==> config.mk <==
export PLATFORM = sky130hd
export DESIGN_NAME = add_exec_pipe
export DESIGN_NICKNAME = d
export VERILOG_FILES = /design/src/rtl/add_exec_pipe.sv
export SDC_FILE = /design/constraint.sdc
export NUM_CORES = 1
export LEC_CHECK = 0
export ABC_AREA = 1
export CORE_ASPECT_RATIO = 0.9
export CORE_MARGIN = 2
export CORE_UTILIZATION = 40
export DETAILED_ROUTE_END_ITERATION = 16
export PLACE_DENSITY = 0.6
export SYNTH_ARGS = -nofsm -noshare
export SYNTH_HDL_FRONTEND = slang
export SYNTH_SLANG_ARGS = --single-unit
==> constraint.sdc <==
create_clock -name i_clk -period 7.3 [get_ports i_clk]
set_input_delay 1.095 -clock i_clk [delete_from_list [all_inputs] [get_ports i_clk]]
set_output_delay 1.095 -clock i_clk [all_outputs]
set_load 0.01 [all_outputs]
Fig. 1: cell classes on the final placement
Bar = 50 um.
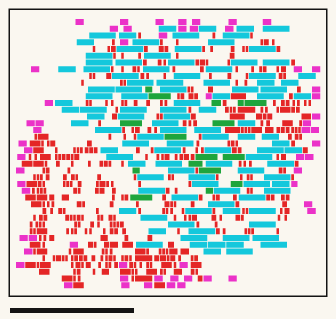
Green shows clock drivers and dummy loads, cells 16. Magenta shows remaining buffers and delay cells, cells 59. Red shows remaining logic cells, cells 446. Cyan shows registers, cells 111.
post-route cell area: 6431 um^2
Core Area: 13,360 um^2

Fig. 2: track usage over the die
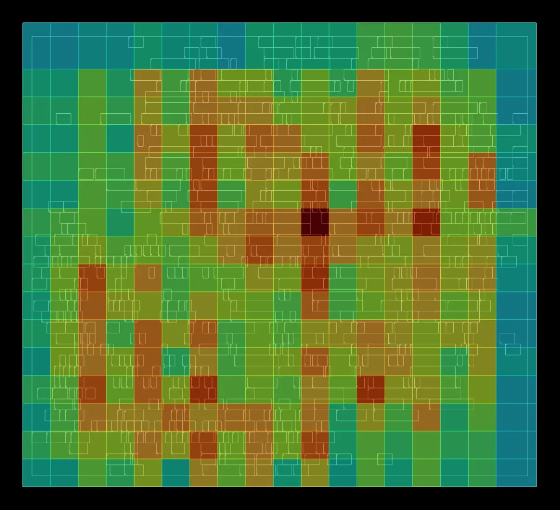
final design utilization: 48.13%
GRT Overall Usage: 17.53%
GR Util met1: 23.67%
busiest grt layer: met2
Wirelength per Cell: 15.43 um

Fig. 3: port wiring
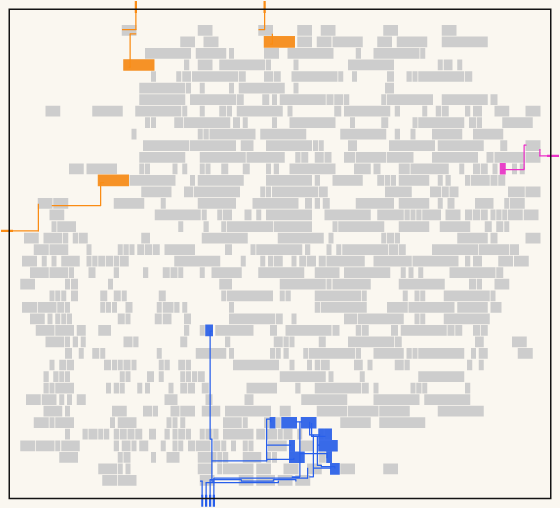
Blue shows i_issue_func, direction input, edge bottom, end cells 11, wire 215 um. Orange shows i_issue_rob, direction input, edge 2 top, 1 left, end cells 3, wire 55.4 um. Magenta shows o_cdb_valid, direction output, edge right, end cells 1, wire 14.4 um.
# port buffers: 57
# IOs: 58

==> impl_metrics.py <==
# Synthesis and PnR figures
metrics = {
    "floorplanning": {
        "row_count": 40,
        "die_area_um2": 14630,
    },
    "grt": {
        "grt_antenna_before_repair": 0,
        "use_met3_pct": 2.932,
        "grt_start_max_net_pins": 41,
    },
    "synth": {
        "async_flop_share_pct": 0,
        "ys_types": 36,
        "ys_seq_share_pct": 55.25,
        "netlist_instances": 579,
        "synthFlopType": "edfxtp_1",
    },
    "critical_path": {
        "critPathLaunchType": "flop",
        "max_stage_delay_ns": 0.88,
        "crit_required_ns": 6.20,
        "crit_buf_inv": 2,
        "slowest_stage": "inv_1",
    },
    "detailed_routing": {
        "ant_nets": 0,
        "drtIter0Drc": 337,
        "via_count": 4100,
    },
    "clock_network": {
        "cts_max_level": 3,
        "ctsResizeCount": 0,
        "numCtsBuffers": 9,
        "cts_sinks": 111,
        "post_cts_buffers": 0,
        "clk_latency_ns": 0.34,
    },
    "outcome": {
        "status": "complete, no violations",
    },
    "timing": {
        "rsz0062_at_grt": "false",
        "min_period_over_period_pct": 51.16,
    },
    "run": {
        "warnings": 43,
    },
    "hold_path": {
        "hold_class": "reg2reg",
        "hold_path_depth": 0,
    },
    "power_and_ir_drop": {
        "peakVddDrop_v": 0.0001161,
        "p_per_area_nw_per_um2": 205.5,
    },
    "finish": {
        "drive_above_1_share_pct": 6.804,
    },
    "place": {
        "post-dp-hpwl_um": 8442,
    },
}
## area by class of cell
class                   instances  area share [%]
clock buffers                  10           3.716
clock inverters                 6          0.9533
inverters                      83           4.883
multi-input cells             363           31.07
flip-flops and latches        111           47.00
well taps                     168           3.268
repair buffers                 59           9.105
## kinds of logic (layout without fill, tap and decap cells)
group                    Yosys count  after routing  share of synthesized area (%)
AND/OR/NAND/NOR                  227            227                          18.61
flip-flops                       111            111                          55.25
buffers and inverters            105            158                          8.347
AND-OR/OR-AND                    107            107                          10.88
adder cells (fa/ha/maj)           29             29                          6.906
## per-layer routing
metal | vias up | routed length (um)
li1 | 2032 | -
met1 | 1927 | 5685
met2 | 133 | 5868
met3 | 8 | 686
met4 | 0 | 99
met5 | - | 0
## Yosys cell counts (2+ instances only)
cell / count / share of area, %
buf_6: 6 / 1.2
o22ai_1: 29 / 3.3
nand4_1: 5 / 0.57
nor2_1: 121 / 8.3
nor3_1: 2 / 0.18
dfxtp_1: 31 / 11
a21oi_2: 2 / 0.32
a21oi_1: 16 / 1.5
nand3_4: 3 / 0.96
o21ai_1: 2 / 0.18
buf_4: 4 / 0.55
nand3_2: 2 / 0.37
nand2_1: 55 / 3.8
inv_1: 75 / 5.1
nand3_1: 27 / 2.5
inv_2: 6 / 0.41
nor3_2: 2 / 0.37
edfxtp_1: 80 / 44
clkbuf_1: 12 / 0.82
o21ai_0: 53 / 4.8
fa_1: 2 / 0.73
nor2_2: 3 / 0.34
ha_1: 27 / 6.2
o21a_1: 2 / 0.27
## through the flow
step,cell area [um^2],hold slack (ns),setup WS (ns),util (%),std cells
2_1_floorplan,5472,0.4082,3.578,-,579
3_3_place_gp,6131,0.4145,3.782,45.88,784
3_5_place_dp,6131,0.4143,3.734,45.88,784
4_1_cts,6431,0.4335,3.519,48.13,800
5_1_grt,6431,0.4316,3.322,48.13,800
6_report,6431,0.4309,3.566,48.13,800
## worst register-to-register path, cell delays in order (launching register included)
cell     delay, ns
dfxtp_1       0.38
inv_1         0.15
nor4_2        1.00
buf_4         0.40
## where the power goes
| group | internal, mW | switching [mW] | leakage [nW] |
|---|---|---|---|
| Sequential | 0.694 | 0.00791 | 1.07 |
| Clock | 0.250 | 0.227 | 0.145 |
| Combinational | 0.0567 | 0.0862 | 1.42 |
No activity file was given, so power comes from the tool's default toggle rates.
